===== src/rtl/seq_alu.sv =====
// Sequential ALU: registered results, valid/ready on both sides, and an iterative shift-add multiplier.
// Optional macro SEQ_ALU_OVF_EN adds a registered signed-overflow output (ovf).
module seq_alu #(
   parameter int WIDTH = 8,
   parameter int CNT_W = $clog2(WIDTH + 1)
) (
   input  logic                 clk,
   input  logic                 rst_n,
   input  logic                 in_valid,
   output logic                 in_ready,
   input  logic [WIDTH-1:0]     a,
   input  logic [WIDTH-1:0]     b,
   input  logic [2:0]           op,
   output logic                 out_valid,
   input  logic                 out_ready,
   output logic [2*WIDTH-1:0]   result,
   output logic                 cb,
   output logic                 zero
`ifdef SEQ_ALU_OVF_EN
   ,
   output logic                 ovf
`endif
);

   localparam int RW = 2 * WIDTH;

   localparam logic [2:0] OP_ADD = 3'b000;
   localparam logic [2:0] OP_SUB = 3'b001;
   localparam logic [2:0] OP_MUL = 3'b010;
   localparam logic [2:0] OP_SHL = 3'b011;
   localparam logic [2:0] OP_SHR = 3'b100;
   localparam logic [2:0] OP_AND = 3'b101;
   localparam logic [2:0] OP_OR  = 3'b110;
   localparam logic [2:0] OP_XOR = 3'b111;

   localparam logic [WIDTH-1:0] SHIFT_LIM = WIDTH'(WIDTH);
   localparam logic [CNT_W-1:0] CNT_LOAD  = CNT_W'(WIDTH);
   localparam logic [CNT_W-1:0] CNT_LAST  = CNT_W'(1);

   typedef enum logic [1:0] {
      IDLE = 2'd0,
      MUL  = 2'd1,
      DONE = 2'd2
   } state_t;

   state_t r_state;
   state_t w_state_nxt;

   logic [RW-1:0]    r_mcand;
   logic [WIDTH-1:0] r_mplier;
   logic [RW-1:0]    r_acc;
   logic [CNT_W-1:0] r_cnt;
   logic [RW-1:0]    r_result;
   logic             r_cb;
   logic             r_zero;

   logic             w_accept;
   logic [WIDTH:0]   w_add;
   logic [WIDTH:0]   w_sub;
   logic [WIDTH-1:0] w_shl;
   logic [WIDTH-1:0] w_shr;
   logic [RW-1:0]    w_alu_res;
   logic             w_alu_cb;
   logic [RW-1:0]    w_mul_sum;
   logic             w_mul_last;

`ifdef SEQ_ALU_OVF_EN
   logic             r_ovf;
   logic             w_alu_ovf;
`endif

   function automatic logic [RW-1:0] zext(input logic [WIDTH-1:0] v);
      return {{WIDTH{1'b0}}, v};
   endfunction

   assign w_accept   = in_valid && (r_state == IDLE);
   assign w_add      = {1'b0, a} + {1'b0, b};
   assign w_sub      = {1'b0, a} - {1'b0, b};
   assign w_shl      = a << b;
   assign w_shr      = a >> b;
   assign w_mul_sum  = r_acc + (r_mplier[0] ? r_mcand : '0);
   assign w_mul_last = (r_cnt == CNT_LAST);

   // Single-cycle ops; the multiply path is handled by the iterative datapath below.
   always_comb begin
      // NOTE: every output of a combinational block gets a default first so no latch is inferred.
      w_alu_res = '0;
      w_alu_cb  = 1'b0;
`ifdef SEQ_ALU_OVF_EN
      w_alu_ovf = 1'b0;
`endif
      case (op)
         OP_ADD: begin
            w_alu_res = zext(w_add[WIDTH-1:0]);
            w_alu_cb  = w_add[WIDTH];
`ifdef SEQ_ALU_OVF_EN
            w_alu_ovf = (a[WIDTH-1] == b[WIDTH-1]) && (w_add[WIDTH-1] != a[WIDTH-1]);
`endif
         end
         OP_SUB: begin
            w_alu_res = zext(w_sub[WIDTH-1:0]);
            w_alu_cb  = w_sub[WIDTH];
`ifdef SEQ_ALU_OVF_EN
            w_alu_ovf = (a[WIDTH-1] != b[WIDTH-1]) && (w_sub[WIDTH-1] != a[WIDTH-1]);
`endif
         end
         OP_SHL: w_alu_res = (b < SHIFT_LIM) ? zext(w_shl) : '0;
         OP_SHR: w_alu_res = (b < SHIFT_LIM) ? zext(w_shr) : '0;
         OP_AND: w_alu_res = zext(a & b);
         OP_OR:  w_alu_res = zext(a | b);
         OP_XOR: w_alu_res = zext(a ^ b);
         default: w_alu_res = '0;
      endcase
   end

   always_comb begin
      w_state_nxt = r_state;
      case (r_state)
         IDLE: if (w_accept) w_state_nxt = (op == OP_MUL) ? MUL : DONE;
         MUL:  if (w_mul_last) w_state_nxt = DONE;
         DONE: if (out_ready) w_state_nxt = IDLE;
         default: w_state_nxt = IDLE;
      endcase
   end

   always_ff @(posedge clk) begin
      // NOTE: sequential state uses non-blocking assignments so every flop samples pre-edge values.
      if (!rst_n) r_state <= IDLE;
      else        r_state <= w_state_nxt;
   end

   always_ff @(posedge clk) begin
      if (!rst_n) begin
         r_mcand  <= '0;
         r_mplier <= '0;
         r_acc    <= '0;
         r_cnt    <= '0;
         r_result <= '0;
         r_cb     <= 1'b0;
         r_zero   <= 1'b0;
`ifdef SEQ_ALU_OVF_EN
         r_ovf    <= 1'b0;
`endif
      end else begin
         case (r_state)
            IDLE: begin
               if (w_accept) begin
                  if (op == OP_MUL) begin
                     r_mcand  <= zext(a);
                     r_mplier <= b;
                     r_acc    <= '0;
                     r_cnt    <= CNT_LOAD;
                  end else begin
                     r_result <= w_alu_res;
                     r_cb     <= w_alu_cb;
                     r_zero   <= (w_alu_res == '0);
`ifdef SEQ_ALU_OVF_EN
                     r_ovf    <= w_alu_ovf;
`endif
                  end
               end
            end
            MUL: begin
               r_acc    <= w_mul_sum;
               r_mcand  <= r_mcand << 1;
               r_mplier <= r_mplier >> 1;
               r_cnt    <= r_cnt - CNT_LAST;
               // The final partial sum is the product; publish it on the last iteration.
               if (w_mul_last) begin
                  r_result <= w_mul_sum;
                  r_cb     <= 1'b0;
                  r_zero   <= (w_mul_sum == '0);
`ifdef SEQ_ALU_OVF_EN
                  r_ovf    <= 1'b0;
`endif
               end
            end
            default: ;
         endcase
      end
   end

   assign in_ready  = (r_state == IDLE);
   assign out_valid = (r_state == DONE);
   assign result    = r_result;
   assign cb        = r_cb;
   assign zero      = r_zero;
`ifdef SEQ_ALU_OVF_EN
   assign ovf       = r_ovf;
`endif

endmodule


===== config.mk =====
export PLATFORM = sky130hd
export DESIGN_NAME = seq_alu
export DESIGN_NICKNAME = d
export VERILOG_FILES = /design/src/rtl/seq_alu.sv
export SDC_FILE = /design/constraint.sdc
export NUM_CORES = 1
export LEC_CHECK = 0
export CAP_MARGIN = 10
export CORE_ASPECT_RATIO = 1.2
export CORE_MARGIN = 2
export CORE_UTILIZATION = 50
export CTS_CLUSTER_SIZE = 14
export DETAILED_ROUTE_END_ITERATION = 16
export GPL_TIMING_DRIVEN = 1
export PLACE_DENSITY = 0.73
export SLEW_MARGIN = 20
export SYNTH_ARGS = -nofsm -noshare
export SYNTH_HDL_FRONTEND = slang
export SYNTH_SLANG_ARGS = --single-unit

===== constraint.sdc =====
create_clock -name clk -period 5.5 [get_ports clk]
set_clock_uncertainty 0.2 [all_clocks]
set_input_delay 0.825 -clock clk [delete_from_list [all_inputs] [get_ports clk]]
set_output_delay 0.825 -clock clk [all_outputs]
set_load 0.03 [all_outputs]

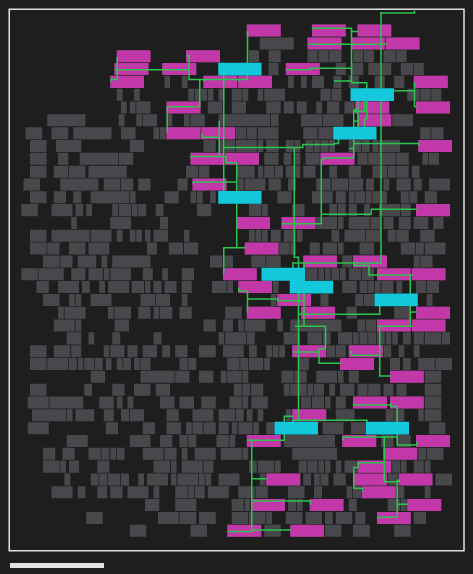
(images/clock_wires.png)
Scale bar: 20 µm.
flip-flops: marked magenta, count 64. clock-net drivers: marked cyan, count 9. clock wires: marked green, length 836 µm.
There are 10 routed clock nets.
Latency at later pin: 0.33 ns
Clock Power: 0.000644 W
clock network power share: 45.4%

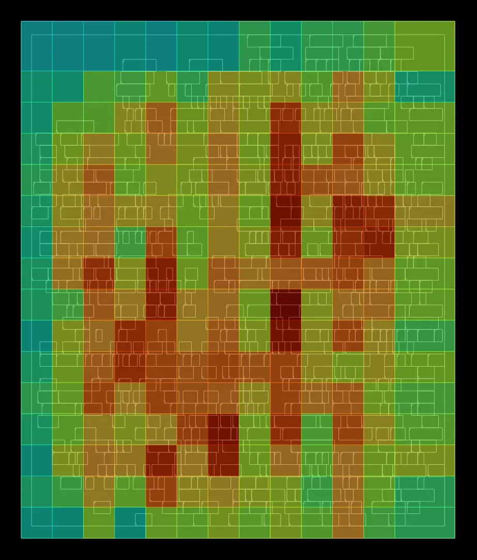
(images/congestion_map.png)
Layout Utilization: 58.9%
routing usage on met3: 3.88%

==> results.cfg <==
; synthesis and place-and-route metrics
[die]
floorplan.core_util_pct = 51.1
well_tap_count = 126
chipHeight_um = 115
fp.dieW_um = 96.1
rows = 40
die-area_um2 = 11000
pin_count = 43
core_area_um2 = 9960

[layout]
clock_buffers = 10
nets = 713
nFillCells = 909
flop-count = 64
buffers = 49
final_cells = 772
comb_cells = 485
mi_logic_area_um2 = 3510
stdcell_area_um2 = 5870
buf_share_pct = 7.97
area_growth_pct = 15.3
comb_area_share_pct = 59.7
drive_gt1_share_pct = 7.59
seq_area_share_pct = 21.8
clockNetworkAreaShare_pct = 5.73
inv_count = 32
lay_top_cells = dfxtp_1 (64), nor2_1 (63), nand2_1 (49)
flop_area_um2 = 1280
lay_top_count = dfxtp_1

[final_timing]
fin_setup_tns_ns = 0
tightest_slew_ns = 0.990
period_minus_slack_ns = 4.25
rsz0062_at_grt = false
holdWs_ns = 0.268
clock.fmax_mhz = 235
finalCritPeriodShare_pct = 77.3
slew_headroom_pct = 34.0
hold_viol_final = 0
drv_slew = 0
setup_viol = 0

[synth]
avgSynthCellArea_um2 = 8.25
synthTopCellsByArea = dfxtp_1 (25%), ha_1 (11%), nor2_1 (4.6%)
ys.flops = 64
yosysMostFrequentCell = dfxtp_1
syn_inst = 617
edf_count = 0
compound_area_share_pct = 24.5
synthMuxAreaShare_pct = 7.13
yosys_cells = 617
xor_share_pct = 3.44
simple_gate_share_pct = 21.4
syn_area_um2 = 5090
fp_nets = 689
ys_warn_count = 0
synth_top_cell_by_area = dfxtp_1
netlist_top_cells_count = dfxtp_1 (64), nor2_1 (63), nand2_1 (49), ha_1 (46), a21oi_1 (31)
topCombFamilyByArea = AND-OR/OR-AND gates
top_area_share_pct = 25.2
ff_type = dfxtp_1
ys_async_sr_fraction_pct = 0
ys_seq_share_pct = 25.2

[cts]
cts_inserted_buffers = 9
cts_setup_buffers = 0
post_cts_resize_count = 0
cts.htree.levels = 3
cts-root-buf = clkbuf_16
cts-hold-fix-buffers = 0
clkSinkCount = 64
cts_tree = built

[grt]
gr-usage-met1_pct = 33.5
grt_pass1_wl_mm = 23.4
antenna_found_initial = 0
grt_pass1_vias = 4588

[critical_path]
reg2regPathDepth = 11
path_buffers = 2
r2r_end = zero
crit_type = input pin to flop
reg2reg_slack_ns = 2.02
start_kind = input pin
r2r-start = r_mplier[0]
end_kind = flop
cp.depth = 11
crit_slowest_cell = clkdlybuf4s50_1
crit_end = zero
critPathLaunch = b[2]
arrival_ns = 4.32
crit_chain = clkdlybuf4s50_1 -> inv_2 -> ha_1 -> nand2b_1 -> o2bb2ai_1 -> a221o_1 -> a211oi_4 -> nand2_1 -> or4_1 -> o32ai_1 -> a31o_1
worstPathMaxFanout = 11

[routing]
wl_met1_mm = 5.91
met3WireLength_um = 696
wl_met2_mm = 7.46
drt-wirelength-per-cell_um = 18.8
ant_nets = 0
top_layer = met4
drc_errors = 0
viasPerCell = 6.17
firstDrtPassIters = 5
drt_iter0_markers = 287

[place]
portBuffers = 42
post-place-ws_ns = 0.980
detailed_place_hpwl_mm = 10.9
place_congestion = 0.908
placed_area_um2 = 5530

[pwr]
power_frac_seq_pct = 34.6
swShare_pct = 26.9
seq_cell_power_w = 0.000490
p_leak_nw = 2.35
peakVddDrop_uv = 103
power_density_nw_per_um2 = 242
internal-power_w = 0.00104
power_w = 0.00142
power_leader = the clock network
share_comb_of_total_power_pct = 20.1

[min_path]
whs_endpoint = result[12]
hp-start = result[12]
min_path_cells = 2

[job]
warning_count = 48

[outcome]
status = complete, no violations
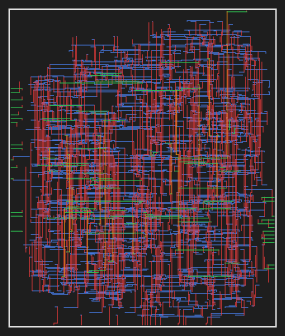
(images/layers.png)
M1: marked blue, wire length 5,910 µm. M3: marked green, wire length 696 µm. M4: marked orange, wire length 457 µm. M2: marked red, wire length 7,460 µm.
via count: 4,767
Total Routing Usage GR: 27.5%

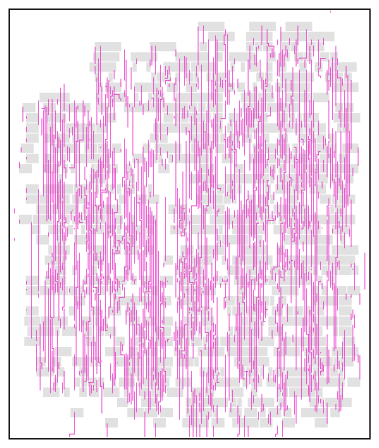
(images/m2.png)
Cells faint in the background.
The layer carries 7,460 µm of wire. The wires run mostly vertical. The layer holds 51% of the routed length.
GR Util met2: 48.2%
Routed WL: 14.5 mm

Power and IR drop assume default switching activity.
